`src/rtl/trap_sequencer.sv`:
```
// Sequences trap entry and MRET/SRET: flush, CSR strobes, PC redirect; owns current privilege.
// Optional TRAP_DOUBLE_FAULT_EN: exception while busy locks the sequencer until reset.
module trap_sequencer #(
  parameter int XLEN = 32
) (
  input  logic            clk,
  input  logic            reset_n,
  input  logic            exc_valid,
  input  logic [4:0]      exc_code,
  input  logic [XLEN-1:0] exc_pc,
  input  logic [XLEN-1:0] exc_val,
  input  logic            mret_req,
  input  logic            sret_req,
  input  logic [15:0]     medeleg,
  input  logic [XLEN-1:0] mtvec,
  input  logic [XLEN-1:0] stvec,
  input  logic [XLEN-1:0] mepc,
  input  logic [XLEN-1:0] sepc,
  input  logic [1:0]      mstatus_mpp,
  input  logic            mstatus_spp,
  output logic [1:0]      current_priv,
  output logic            flush,
  output logic            trap_m_we,
  output logic            trap_s_we,
  output logic            xret_m_we,
  output logic            xret_s_we,
  output logic [XLEN-1:0] trap_cause,
  output logic [XLEN-1:0] trap_epc,
  output logic [XLEN-1:0] trap_tval,
  output logic            redirect,
  output logic [XLEN-1:0] redirect_pc,
`ifdef TRAP_DOUBLE_FAULT_EN
  output logic            double_fault,
`endif
  output logic            busy
);

  typedef enum logic [2:0] {S_IDLE, S_FLUSH, S_COMMIT, S_REDIRECT, S_LOCKED} state_t;
  typedef enum logic [1:0] {K_TRAP, K_MRET, K_SRET} kind_t;

  state_t          state_q, state_d;
  kind_t           kind_q, kind_d;
  logic            deleg_q, deleg_d;
  logic [1:0]      priv_q, priv_d;
  logic [XLEN-1:0] cause_q, cause_d;
  logic [XLEN-1:0] epc_q, epc_d;
  logic [XLEN-1:0] tval_q, tval_d;
  logic [XLEN-1:0] rpc_q, rpc_d;

  always_comb begin
    state_d   = state_q;
    kind_d    = kind_q;
    deleg_d   = deleg_q;
    priv_d    = priv_q;
    cause_d   = cause_q;
    epc_d     = epc_q;
    tval_d    = tval_q;
    rpc_d     = rpc_q;
    flush     = 1'b0;
    trap_m_we = 1'b0;
    trap_s_we = 1'b0;
    xret_m_we = 1'b0;
    xret_s_we = 1'b0;
    redirect  = 1'b0;
    case (state_q)
      S_IDLE: begin
        if (exc_valid) begin
          kind_d  = K_TRAP;
          cause_d = {{(XLEN-5){1'b0}}, exc_code};
          epc_d   = exc_pc;
          tval_d  = exc_val;
          // Codes >= 16 are never delegable, whatever bit [3:0] selects.
          deleg_d = (priv_q != 2'b11) && medeleg[exc_code[3:0]] && !exc_code[4];
          state_d = S_FLUSH;
        end else if (mret_req) begin
          kind_d  = K_MRET;
          state_d = S_FLUSH;
        end else if (sret_req) begin
          kind_d  = K_SRET;
          state_d = S_FLUSH;
        end
      end
      S_FLUSH: begin
        flush   = 1'b1;
        state_d = S_COMMIT;
      end
      S_COMMIT: begin
        state_d = S_REDIRECT;
        case (kind_q)
          K_TRAP: begin
            trap_s_we = deleg_q;
            trap_m_we = !deleg_q;
            priv_d    = deleg_q ? 2'b01 : 2'b11;
            rpc_d     = deleg_q ? {stvec[XLEN-1:2], 2'b00} : {mtvec[XLEN-1:2], 2'b00};
          end
          K_MRET: begin
            xret_m_we = 1'b1;
            priv_d    = (mstatus_mpp == 2'b10) ? 2'b11 : mstatus_mpp;
            rpc_d     = {mepc[XLEN-1:1], 1'b0};
          end
          default: begin
            xret_s_we = 1'b1;
            priv_d    = {1'b0, mstatus_spp};
            rpc_d     = {sepc[XLEN-1:1], 1'b0};
          end
        endcase
      end
      S_REDIRECT: begin
        redirect = 1'b1;
        state_d  = S_IDLE;
      end
      S_LOCKED: begin
        flush = 1'b1;
      end
      default: state_d = S_IDLE;
    endcase
`ifdef TRAP_DOUBLE_FAULT_EN
    if (state_q != S_IDLE && exc_valid) state_d = S_LOCKED;
`endif
  end

  always_ff @(posedge clk) begin
    if (!reset_n) begin
      state_q <= S_IDLE;
      kind_q  <= K_TRAP;
      deleg_q <= 1'b0;
      priv_q  <= 2'b11;
      cause_q <= '0;
      epc_q   <= '0;
      tval_q  <= '0;
      rpc_q   <= '0;
    end else begin
      state_q <= state_d;
      kind_q  <= kind_d;
      deleg_q <= deleg_d;
      priv_q  <= priv_d;
      cause_q <= cause_d;
      epc_q   <= epc_d;
      tval_q  <= tval_d;
      rpc_q   <= rpc_d;
    end
  end

  assign current_priv = priv_q;
  assign trap_cause   = cause_q;
  assign trap_epc     = epc_q;
  assign trap_tval    = tval_q;
  assign redirect_pc  = rpc_q;
  assign busy         = (state_q != S_IDLE);
`ifdef TRAP_DOUBLE_FAULT_EN
  assign double_fault = (state_q == S_LOCKED);
`endif

endmodule

```
`config.mk`:
```
export PLATFORM = sky130hd
export DESIGN_NAME = trap_sequencer
export DESIGN_NICKNAME = d
export VERILOG_FILES = /design/src/rtl/trap_sequencer.sv
export SDC_FILE = /design/constraint.sdc
export NUM_CORES = 1
export LEC_CHECK = 0
export CORE_AREA = 2 2 140 142
export DETAILED_ROUTE_END_ITERATION = 8
export DIE_AREA = 0 0 142 144
export PLACE_DENSITY = 0.64
export RECOVER_POWER = 50
export REMOVE_ABC_BUFFERS = 1
export SYNTH_ARGS = -nofsm -noshare
export SYNTH_HDL_FRONTEND = slang
export SYNTH_SLANG_ARGS = --single-unit
export TNS_END_PERCENT = 100
```
`constraint.sdc`:
```
create_clock -name clk -period 4.3 [get_ports clk]
set_input_delay 0.43 -clock clk [delete_from_list [all_inputs] [get_ports clk]]
set_output_delay 0.43 -clock clk [all_outputs]
set_load 0.005 [all_outputs]
```
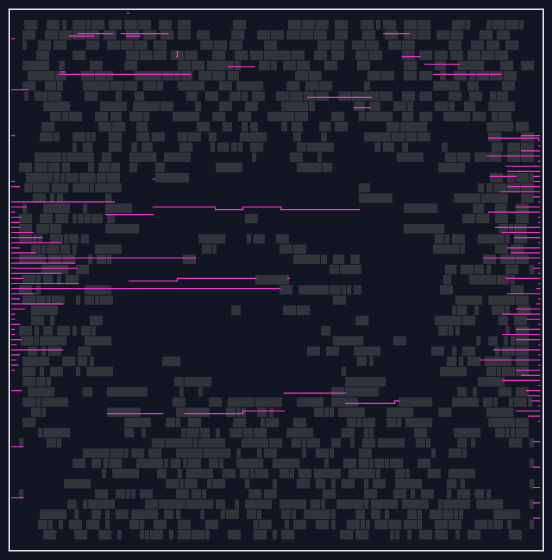
*M3 wires, run 1*
wire length on this layer: 952 um
nets with wire on the layer: 118
main direction: horizontal
GR Util met3: 4.44%
vias: 4978
Routed Wire Length: 18400 um

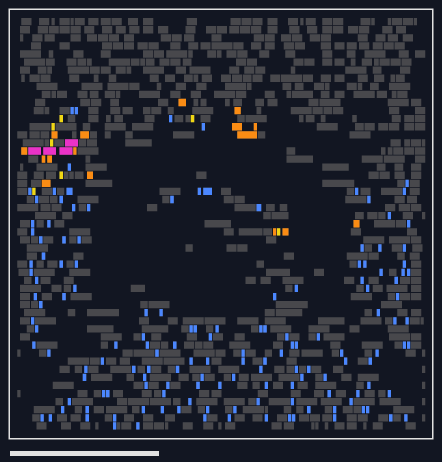
*Logic cells by family, run 1*
Bar = 50 um.
| color | family | cells |
|---|---|---|
| magenta | adder and majority cells | 4 |
| blue | NAND gates | 146 |
| orange | NOR gates | 16 |
| yellow | inverters | 7 |
Non-Filler Instances: 1081
commonest non-fill, non-tap cell in the layout: clkdlybuf4s50_1

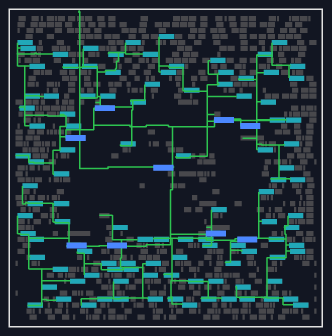
*Clock distribution, run 1*
[cyan] flip-flops | count: 107
[blue] cells driving clock nets | count: 9
[green] clock wires | length: 1550 um
routed clock nets: 10
flops lie: widely spread
clk pwr: 973 uW
clock power share: 24.9%
clk_lat worst skew: 0.35 ns
Worst Skew: 0.00635 ns

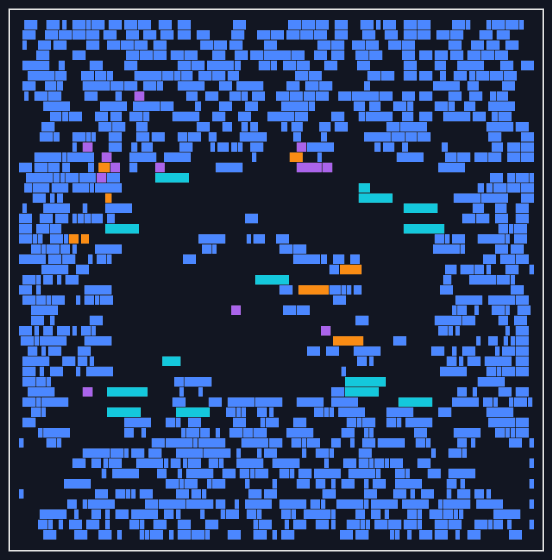
*Cell sizes after repair, run 1*
| color | size | cells |
|---|---|---|
| orange | drive 2 | 8 |
| blue | drive 1 or less | 808 |
| purple | drive 3 to 4 | 12 |
| cyan | drive 6 and up | 14 |
nonclk buf count: 332
post-layout worst setup margin: 1.66 ns
Final Instance Area: 8410 sq um

==> results.yml, run 1 <==
# flow metrics
status:
  outcome: "completed"
floorplanning:
  die_h_um: 144
  core_sq_um: 19100
  chipArea_sq_um: 20400
  fp_util_pct: 25.2
  io-pin-count: 358
  tap_cells: 238
pwr:
  p_seq_mw: 1.38
  p_int_mw: 2.63
  power_leader: "combinational cells"
  peakVddDrop_v: 0.000408
  seqPwrFrac_pct: 35.2
  powerDensity_nw_per_um2: 465
  power_leakage_nw: 3.39
clock_tree:
  cts.reportedPaths.clkPinSlew_ns: 0.07
  htree_levels: 3
layout:
  comb_cells: 380
  clock_area_share_pct: 4.16
  seq_area_sq_um: 2140
  fill_cells: 1897
  clock_buffers: 10
  lay_top_cells: "220 x clkdlybuf4s50_1, 143 x nand2_1, 107 x dfxtp_1"
  buffer_area_share_pct: 39.2
  sh_seq_area_pct: 25.5
  comb_area_share_pct: 27.3
global_routing:
  grt_max_degree: 61
  gr-max-usage-layer: "met2"
  antenna_found_initial: 1
  met2_usage_pct: 26.8
  use_met1_pct: 22.4
logic_synthesis:
  xor_area_share_pct: 0
  synth.mux.area_fraction_pct: 1.80
  synth_dominant_cell_count: "nand2_1"
  topCombFamilyByArea: "AND-OR/OR-AND gates"
  yosys_area_sq_um: 4800
  top_area_cell: "dfxtp_1"
  numSynthFlops: 107
hold_path:
  hold_class: "reg -> reg"
flow_run:
  cap_violations: 0
final_timing:
  hold_violations: 0
  worst_pin_slew_ns: 1.12
critical_path:
  critical-path-top-delay-family: "buffers and inverters"
  r2r_start: "state_q[0]"
  required_ns: 3.87
  worst_r2r_endpoint: "trap_tval[2]"
drt:
  viasPerCell: 4.60
  wl_per_cell_um: 17.0
  wl_met3_um: 952
placed_design:
  dp_slack_ns: 1.72
==> run 2: changes to the inputs <==
Settings changed: CORE_AREA 2 2 140 142 to 2 2 137 139, DIE_AREA 0 0 142 144 to 0 0 139 141, PLACE_DENSITY 0.64 to 0.66.
Clock period 4.3 ns to 2.57 ns, I/O delays scaled along.
==> run 2 against run 1 <==
Critical path depth is 1 lower. Flip-flop count is the same. Largest cell class unchanged. Routed wire length shrank 0.68%. Final cell count fell by 0.28%. Clock skew decreased by 0.00053 ns. Combinational power up 72%. Core utilization is 1.8 points higher. Worst setup slack got worse by 1.4 ns.
==> results.yml, run 2 <==
# flow metrics
status:
  outcome: "completed"
pwr:
  powerDensity_nw_per_um2: 759
  power_leakage_nw: 3.38
  power_leader: "combinational cells"
  p_int_mw: 4.23
  seqPwrFrac_pct: 36.2
  p_seq_mw: 2.31
floorplanning:
  core_sq_um: 18300
  die_h_um: 141
  fp_util_pct: 26.3
  chipArea_sq_um: 19600
logic_synthesis:
  top_area_cell: "dfxtp_1"
  synth.mux.area_fraction_pct: 1.80
  numSynthFlops: 107
  yosys_area_sq_um: 4800
  synth_dominant_cell_count: "nand2_1"
  xor_area_share_pct: 0
  topCombFamilyByArea: "AND-OR/OR-AND gates"
critical_path:
  cp_slowest_stage_delay_ns: 0.54
  r2r_start: "deleg_q"
  worst_r2r_endpoint: "redirect_pc[22]"
  critical-path-top-delay-family: "buffers and inverters"
  required_ns: 2.31
final_timing:
  worst_pin_slew_ns: 1.22
  setup_ws_ns: 0.261
  hold_ws_ns: 0.458
  hold_violations: 0
placed_design:
  hpwl_um: 13500
clock_tree:
  cts_buffer_depth: 2
  cts.reportedPaths.clkPinSlew_ns: 0.07
  htree_levels: 3
global_routing:
  use_met1_pct: 22.9
  met2_usage_pct: 28.3
  gr-max-usage-layer: "met2"
  antenna_found_initial: 0
layout:
  lay_top_count: "clkdlybuf4s50_1"
  instances_no_fill: 1078
  fill_cells: 1797
  final_design_area_no_fill_sq_um: 8380
  inv_count: 7
  clock_area_share_pct: 3.39
  comb_area_share_pct: 27.4
  clock_buffers: 11
  lay_top_cells: "221 x clkdlybuf4s50_1, 144 x nand2_1, 107 x dfxtp_1"
  sh_seq_area_pct: 25.5
  seq_area_sq_um: 2140
  signal_buffers: 335
flow_run:
  cap_violations: 0
drt:
  wl_per_cell_um: 17.0
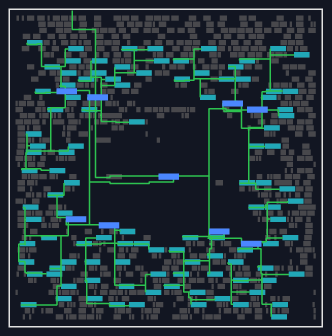
*Clock distribution, run 2*
[blue] cells driving clock nets | count: 9
[green] clock wires | length: 1460 um
[cyan] flip-flops | count: 107
routed clock nets: 10
flops lie: widely spread
clk pwr: 1.38 mW
clock power share: 21.6%
Worst Skew: 0.00582 ns
clk_lat worst skew: 0.34 ns

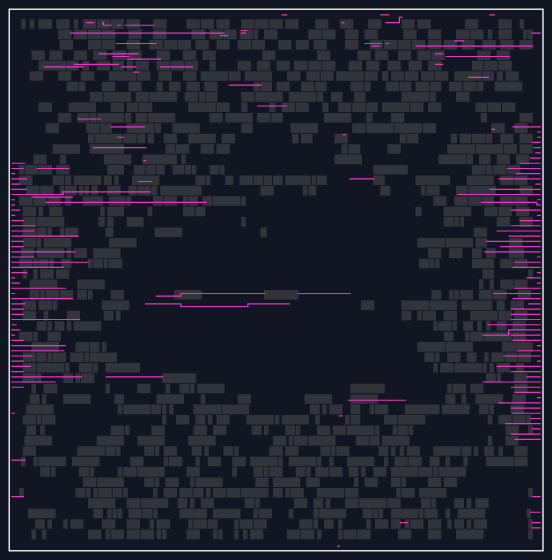
*M3 wires, run 2*
share of all routed wire: 6.4%
nets with wire on the layer: 147
longest straight run: 41.9 um
main direction: horizontal
vias: 5129
Routed Wire Length: 18300 um
GR Util met3: 4.48%

Power is estimated from default activity; no workload was simulated.
